==> src/rtl/fadd_issue_if.sv <==
// Operand/result bundle between the issue stage and its environment.
//   in_valid/in_ready/in_a/in_b : operand-pair handshake into the issue FIFO
//   op_a/op_b/op_valid          : operands presented to the pipelined adder
//   add_sum                     : adder result, LAT edges after presentation
//   out_valid/out_sum           : merged in-order result stream
// slave modport is the issue stage; master is whatever surrounds it.
interface fadd_issue_if #(
  parameter int unsigned N = 16
);
  logic         in_valid;
  logic         in_ready;
  logic [N-1:0] in_a;
  logic [N-1:0] in_b;
  logic [N-1:0] op_a;
  logic [N-1:0] op_b;
  logic         op_valid;
  logic [N-1:0] add_sum;
  logic         out_valid;
  logic [N-1:0] out_sum;

  modport slave (
    input  in_valid, in_a, in_b, add_sum,
    output in_ready, op_a, op_b, op_valid, out_valid, out_sum
  );

  modport master (
    output in_valid, in_a, in_b, add_sum,
    input  in_ready, op_a, op_b, op_valid, out_valid, out_sum
  );
endinterface

==> src/rtl/fadd_issue.sv <==
// Operand-issue stage for a pipelined 16-bit float adder.
// Buffers operand pairs in a small FIFO, pops one pair per cycle, resolves trivial
// sums (zero operand, exact cancellation) locally and sends the rest to the adder.
// A tag pipeline of LAT+1 slots tracks every popped pair so bypassed and adder
// results rejoin the output stream in acceptance order with identical latency.
// Ports:
//   clock, nreset : rising-edge clock, asynchronous active-low reset
//   bus           : fadd_issue_if.slave (input handshake, adder side, result stream)
//   stat_issued, stat_bypassed : saturating counters, only when FADD_ISSUE_STATS_EN
//                                is defined
module fadd_issue #(
  parameter int unsigned N      = 16,
  parameter int unsigned EXP_HI = 14,
  parameter int unsigned MAN_HI = 6,
  parameter int unsigned DEPTH  = 4,
  parameter int unsigned LAT    = 3
) (
  input  logic         clock,
  input  logic         nreset,
  fadd_issue_if.slave  bus
`ifdef FADD_ISSUE_STATS_EN
  ,
  output logic [15:0]  stat_issued,
  output logic [15:0]  stat_bypassed
`endif
);

  localparam int unsigned PtrW = $clog2(DEPTH);
  localparam int unsigned CntW = PtrW + 1;

  typedef struct packed {
    logic         busy;
    logic         bypass;
    logic [N-1:0] value;
  } tag_t;

  logic [2*N-1:0] mem_q [DEPTH];
  logic [2*N-1:0] mem_d [DEPTH];
  logic [PtrW-1:0] wr_ptr_q, wr_ptr_d;
  logic [PtrW-1:0] rd_ptr_q, rd_ptr_d;
  logic [CntW-1:0] count_q, count_d;

  tag_t tag_q [LAT+1];
  tag_t tag_d [LAT+1];

  logic [N-1:0] op_a_q, op_a_d;
  logic [N-1:0] op_b_q, op_b_d;
  logic         op_valid_q, op_valid_d;
  logic         out_valid_q, out_valid_d;
  logic [N-1:0] out_sum_q, out_sum_d;

  logic         push, pop;
  logic [N-1:0] head_a, head_b;
  logic         a_zero, b_zero, cancel, bypass;
  logic [N-1:0] bypass_val;

  assign bus.in_ready  = (count_q < CntW'(DEPTH));
  assign bus.op_a      = op_a_q;
  assign bus.op_b      = op_b_q;
  assign bus.op_valid  = op_valid_q;
  assign bus.out_valid = out_valid_q;
  assign bus.out_sum   = out_sum_q;

  assign push = bus.in_valid && bus.in_ready;
  // The head is drained every cycle it exists; there is no downstream stall.
  assign pop  = (count_q != '0);

  assign head_a = mem_q[rd_ptr_q][2*N-1:N];
  assign head_b = mem_q[rd_ptr_q][N-1:0];

  // Zero is decided on the exponent alone; denormal mantissas are ignored.
  assign a_zero = (head_a[EXP_HI:MAN_HI+1] == '0);
  assign b_zero = (head_b[EXP_HI:MAN_HI+1] == '0);
  assign cancel = (head_a[N-2:0] == head_b[N-2:0]) && (head_a[N-1] != head_b[N-1]);
  assign bypass = a_zero || b_zero || cancel;

  always_comb begin
    bypass_val = '0;
    if (a_zero && !b_zero) begin
      bypass_val = head_b;
    end else if (b_zero && !a_zero) begin
      bypass_val = head_a;
    end
  end

  always_comb begin
    mem_d    = mem_q;
    wr_ptr_d = wr_ptr_q;
    rd_ptr_d = rd_ptr_q;
    if (push) begin
      mem_d[wr_ptr_q] = {bus.in_a, bus.in_b};
      wr_ptr_d        = wr_ptr_q + PtrW'(1);
    end
    if (pop) begin
      rd_ptr_d = rd_ptr_q + PtrW'(1);
    end
    count_d = count_q + CntW'(push) - CntW'(pop);
  end

  always_comb begin
    op_a_d     = op_a_q;
    op_b_d     = op_b_q;
    op_valid_d = 1'b0;
    if (pop && !bypass) begin
      op_a_d     = head_a;
      op_b_d     = head_b;
      op_valid_d = 1'b1;
    end
  end

  always_comb begin
    tag_d[0] = '{busy: pop, bypass: bypass, value: bypass_val};
    for (int i = 1; i <= LAT; i++) begin
      tag_d[i] = tag_q[i-1];
    end
  end

  // The last tag slot lines up with add_sum for its own pair.
  always_comb begin
    out_valid_d = tag_q[LAT].busy;
    out_sum_d   = out_sum_q;
    if (tag_q[LAT].busy) begin
      out_sum_d = tag_q[LAT].bypass ? tag_q[LAT].value : bus.add_sum;
    end
  end

  always_ff @(posedge clock or negedge nreset) begin
    if (!nreset) begin
      for (int i = 0; i < DEPTH; i++) begin
        mem_q[i] <= '0;
      end
      for (int i = 0; i <= LAT; i++) begin
        tag_q[i] <= '0;
      end
      wr_ptr_q    <= '0;
      rd_ptr_q    <= '0;
      count_q     <= '0;
      op_a_q      <= '0;
      op_b_q      <= '0;
      op_valid_q  <= 1'b0;
      out_valid_q <= 1'b0;
      out_sum_q   <= '0;
    end else begin
      mem_q       <= mem_d;
      tag_q       <= tag_d;
      wr_ptr_q    <= wr_ptr_d;
      rd_ptr_q    <= rd_ptr_d;
      count_q     <= count_d;
      op_a_q      <= op_a_d;
      op_b_q      <= op_b_d;
      op_valid_q  <= op_valid_d;
      out_valid_q <= out_valid_d;
      out_sum_q   <= out_sum_d;
    end
  end

`ifdef FADD_ISSUE_STATS_EN
  logic [15:0] issued_q, issued_d;
  logic [15:0] bypassed_q, bypassed_d;

  always_comb begin
    issued_d   = issued_q;
    bypassed_d = bypassed_q;
    if (pop && !bypass && (issued_q != 16'hFFFF)) begin
      issued_d = issued_q + 16'd1;
    end
    if (pop && bypass && (bypassed_q != 16'hFFFF)) begin
      bypassed_d = bypassed_q + 16'd1;
    end
  end

  always_ff @(posedge clock or negedge nreset) begin
    if (!nreset) begin
      issued_q   <= '0;
      bypassed_q <= '0;
    end else begin
      issued_q   <= issued_d;
      bypassed_q <= bypassed_d;
    end
  end

  assign stat_issued   = issued_q;
  assign stat_bypassed = bypassed_q;
`endif

endmodule
==> src/flat_wrapper.sv <==
// flat-port wrapper written by rule: the top's interface ports become plain ports
module fadd_issue_flat 
#(
  parameter int unsigned N      = 16,
  parameter int unsigned EXP_HI = 14,
  parameter int unsigned MAN_HI = 6,
  parameter int unsigned DEPTH  = 4,
  parameter int unsigned LAT    = 3
)
  (clock, nreset, bus_in_valid, bus_in_a, bus_in_b, bus_add_sum, bus_in_ready, bus_op_a, bus_op_b, bus_op_valid, bus_out_valid, bus_out_sum);
  fadd_issue_if #(.N(N)) bus_i ();
  input  logic clock;
  input  logic nreset;
  input wire logic [$bits(bus_i.in_valid)-1:0] bus_in_valid;
  input wire logic [$bits(bus_i.in_a)-1:0] bus_in_a;
  input wire logic [$bits(bus_i.in_b)-1:0] bus_in_b;
  input wire logic [$bits(bus_i.add_sum)-1:0] bus_add_sum;
  output wire logic [$bits(bus_i.in_ready)-1:0] bus_in_ready;
  output wire logic [$bits(bus_i.op_a)-1:0] bus_op_a;
  output wire logic [$bits(bus_i.op_b)-1:0] bus_op_b;
  output wire logic [$bits(bus_i.op_valid)-1:0] bus_op_valid;
  output wire logic [$bits(bus_i.out_valid)-1:0] bus_out_valid;
  output wire logic [$bits(bus_i.out_sum)-1:0] bus_out_sum;
  assign bus_i.in_valid = bus_in_valid;
  assign bus_i.in_a = bus_in_a;
  assign bus_i.in_b = bus_in_b;
  assign bus_i.add_sum = bus_add_sum;
  assign bus_in_ready = bus_i.in_ready;
  assign bus_op_a = bus_i.op_a;
  assign bus_op_b = bus_i.op_b;
  assign bus_op_valid = bus_i.op_valid;
  assign bus_out_valid = bus_i.out_valid;
  assign bus_out_sum = bus_i.out_sum;
  fadd_issue #(.N(N), .EXP_HI(EXP_HI), .MAN_HI(MAN_HI), .DEPTH(DEPTH), .LAT(LAT)) u_core (.clock(clock), .nreset(nreset), .bus(bus_i));
endmodule
==> config.mk <==
export PLATFORM = sky130hd
export DESIGN_NAME = fadd_issue_flat
export DESIGN_NICKNAME = d
export VERILOG_FILES = /design/src/rtl/fadd_issue_if.sv /design/src/rtl/fadd_issue.sv /design/src/flat_wrapper.sv
export SDC_FILE = /design/constraint.sdc
export NUM_CORES = 1
export LEC_CHECK = 0
export CAP_MARGIN = 20
export CORE_AREA = 2 2 208 189
export DETAILED_ROUTE_END_ITERATION = 8
export DIE_AREA = 0 0 210 191
export PLACE_DENSITY = 0.41
export SYNTH_ARGS = -nofsm -noshare
export SYNTH_HDL_FRONTEND = slang
export SYNTH_SLANG_ARGS = --single-unit
==> constraint.sdc <==
create_clock -name clock -period 2.6 [get_ports clock]
set_input_delay 0.52 -clock clock [delete_from_list [all_inputs] [get_ports clock]]
set_output_delay 0.52 -clock clock [all_outputs]
set_load 0.05 [all_outputs]
==> results.yml, run 1 <==
# flow metrics
placement:
  gp_congestion: 0.719
  dp.cells: 1229
outcome:
  outcome: "finished with violations"
  violations: "negative setup slack"
layout:
  fin_area_um2: 13400
  fin_cells: 1299
  diodes: 1
  clk_share_pct: 6.93
  drive_gt1_share_pct: 30.8
  final_common_cell: "dfrtp_1"
  syn_to_final_growth_pct: 32.4
  largest_class: "registers"
  clkbuf_count: 44
global_route:
  met3_usage_pct: 2.35
  overflow: 0
  met1_usage_pct: 17.3
timing:
  hold_viol: 0
  setup_viol: 40
  post-route-period-util_pct: 107
  fin_tns_setup_ns: -5.13
  worst_slack_ns: -0.171
clocking:
  cts_tree: "yes"
  cts_buffer_depth: 3
  clock_latency_ns: 0.55
routing:
  wl_met3_um: 974
  met2_wirelength_um: 11500
  topRoutingLayerUsed: "met4"
critical_path:
  critPathSlowestCell: "mux4_2"
  crit_required_ns: 3.02
  r2r-start: "u_core.rd_ptr_q[0]"
  endpoint_kind: "register"
yosys:
  ys_sh_mux_pct: 27.5
  synthAoiAreaFrac_pct: 2.22
  synthAdderAreaFrac_pct: 0.937
  ys_warn_count: 0
  numSynthFlops: 257
  ys_top_logic_family: "multiplexers"
floorplanning:
  design.core.area_um2: 38000
  ios: 102
  std_cell_rows: 68
power:
  ir_drop_uv: 595
flow_run:
  openroad.warnings: 31
  cap_violations: 0
## run 1: path summary, 6_finish.rpt
kind	to	slack [ns]	depth (start not counted)
worst min register to register	u_core.tag_q[15]	0.35	0
worst min-delay path	u_core.tag_q[15]	0.35	0
min in group asynchronous	u_core.bus.out_valid	0.55	2
max in group asynchronous	u_core.mem_q[54]	1.27	3
worst max-delay path	u_core.bus.op_a[0]	-0.17	9
worst max register to register	u_core.bus.op_a[0]	-0.17	9
## run 1: repair_timing
item,CTS,global route
endpoints found under the setup margin,40,40
gates cloned,0,0
pin swaps,6,6
buffers inserted,8,9
hold endpoints to repair,66,0
hold buffers,1,0
gates resized,11,8
## run 1: power breakdown
group          leakage, nW  internal [W]  switching (W)
Combinational         2.30       0.00513        0.00471
Clock                0.460       0.00241        0.00157
Sequential            3.20       0.00574       0.000976
run_1/placement.png
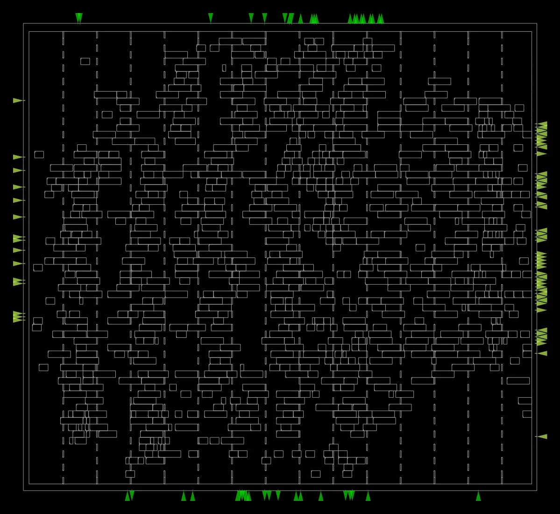
fill count: 3617
Layout Utilization: 35.3%

run_1/sizes.png
(2 px per µm)
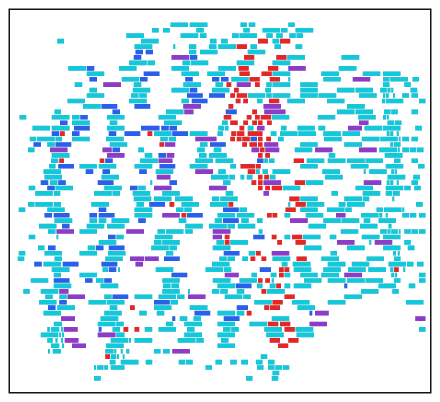
_6 and larger -> purple  # cells 58, share 7.2%, most used clkbuf_16
_3 and _4 cells -> red  # cells 103, share 13%, most used buf_4
_0 and _1 cells -> cyan  # cells 559, share 69%, most used dfrtp_1
_2 cells -> blue  # cells 88, share 11%, most used mux2_2
Worst Slack Setup Final: -0.171 ns
Non-clk bufs: 184

run_1/layer_met1.png
(3 px per µm) Supply wires on this layer in grey.
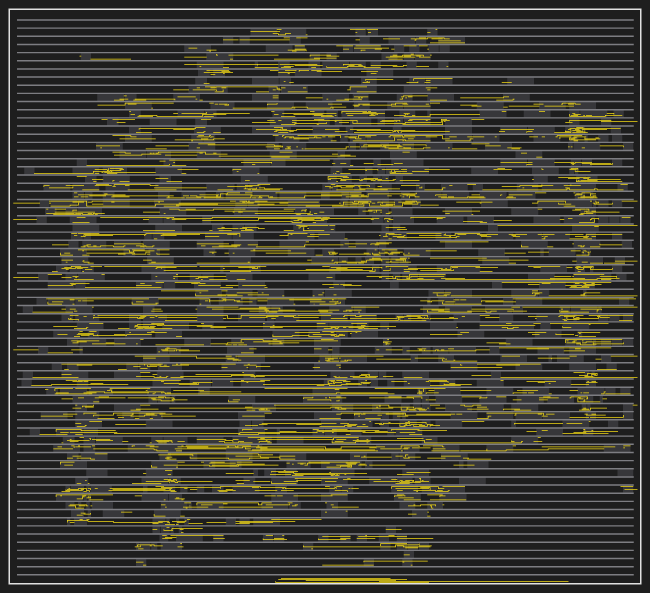
wire length on this layer = 11600 µm
nets with wire on the layer = 778

--- run 2 (diff from run 1) ---
- ABC_CLOCK_PERIOD_IN_PS: unset -> 2600
run_2/cell_density.png
(2 px per µm) The die is cut into 21 by 19 equal tiles; dark blue is low, red is high, 0 to 100% covered.
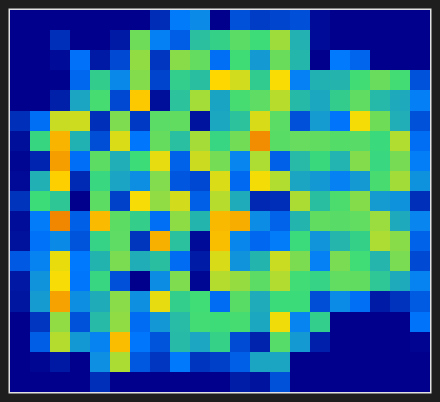
mean over tiles = 32%
fullest tile = 85%
emptiest ninth of the die = lower right
tiles over 75% full = 3.5%

==> run 2 against run 1 <==
Against the previous run: the flow still finishes with violations (negative setup slack); worst setup slack stayed put; die size unchanged; global-route usage unchanged; flip-flop count is the same; sequential share of layout area unchanged; clock-buffer cell count did not move; register-to-register slack barely moved; critical endpoint unchanged; largest power group unchanged.
==> results.yml, run 2 <==
# flow metrics
power:
  p_switching_w: 0.00725
  ir_drop_uv: 595
  p_clk_w: 0.00398
clocking:
  cts_buffer_depth: 3
critical_path:
  reg2reg_depth: 9
  r2r-end: "u_core.bus.op_a[0]"
timing:
  post-route-period-util_pct: 107
  setup_viol: 40
  worst_slack_ns: -0.171
outcome:
  violations: "negative setup slack"
  outcome: "finished with violations"
layout:
  diodes: 1
  syn_to_final_growth_pct: 32.4
  clk_share_pct: 6.93
  clkbuf_count: 44
routing:
  wl_met3_um: 974
  topRoutingLayerUsed: "met4"
global_route:
  met3_usage_pct: 2.35
flow_run:
  cap_violations: 0
yosys:
  ys_warn_count: 0
run_2/sizes.png
(2 px per µm)
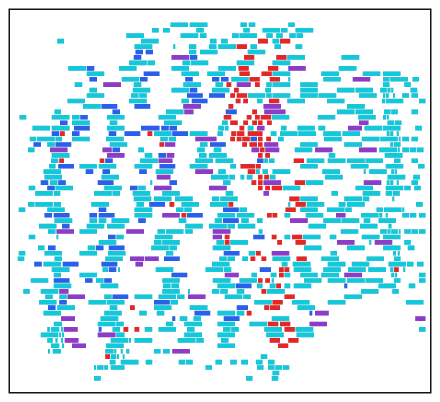
_0 and _1 cells -> cyan  # cells 559, share 69%, most used dfrtp_1
_6 and larger -> purple  # cells 58, share 7.2%, most used clkbuf_16
_2 cells -> blue  # cells 88, share 11%, most used mux2_2
_3 and _4 cells -> red  # cells 103, share 13%, most used buf_4

-- run 2: cell counts in the layout (fill, tap and decap cells not counted) --
Identical to the previous run, type by type.
-- run 2: logic make-up (layout without fill, tap and decap cells) --
family / after synthesis / in the layout / synth area share (%)
flip-flops: 257 / 257 / 63.4
buffers and inverters: 39 / 243 / 1.98
adder cells (fa/ha/maj): 7 / 7 / 0.937
AND/OR/NAND/NOR: 39 / 39 / 2.18
other: 0 / 1 / 0
AND-OR/OR-AND: 33 / 33 / 2.22
multiplexers: 208 / 208 / 27.5
XOR/XNOR: 21 / 21 / 1.81
-- run 2: timing repair --
item | in CTS | in global routing
gates resized | 11 | 8
pin swaps | 6 | 6
hold buffers | 1 | 0
buffers inserted | 8 | 9
gates cloned | 0 | 0
setup endpoints to repair | 40 | 40
endpoints found under the hold margin | 66 | 0
Power is estimated from default activity; no workload was simulated.
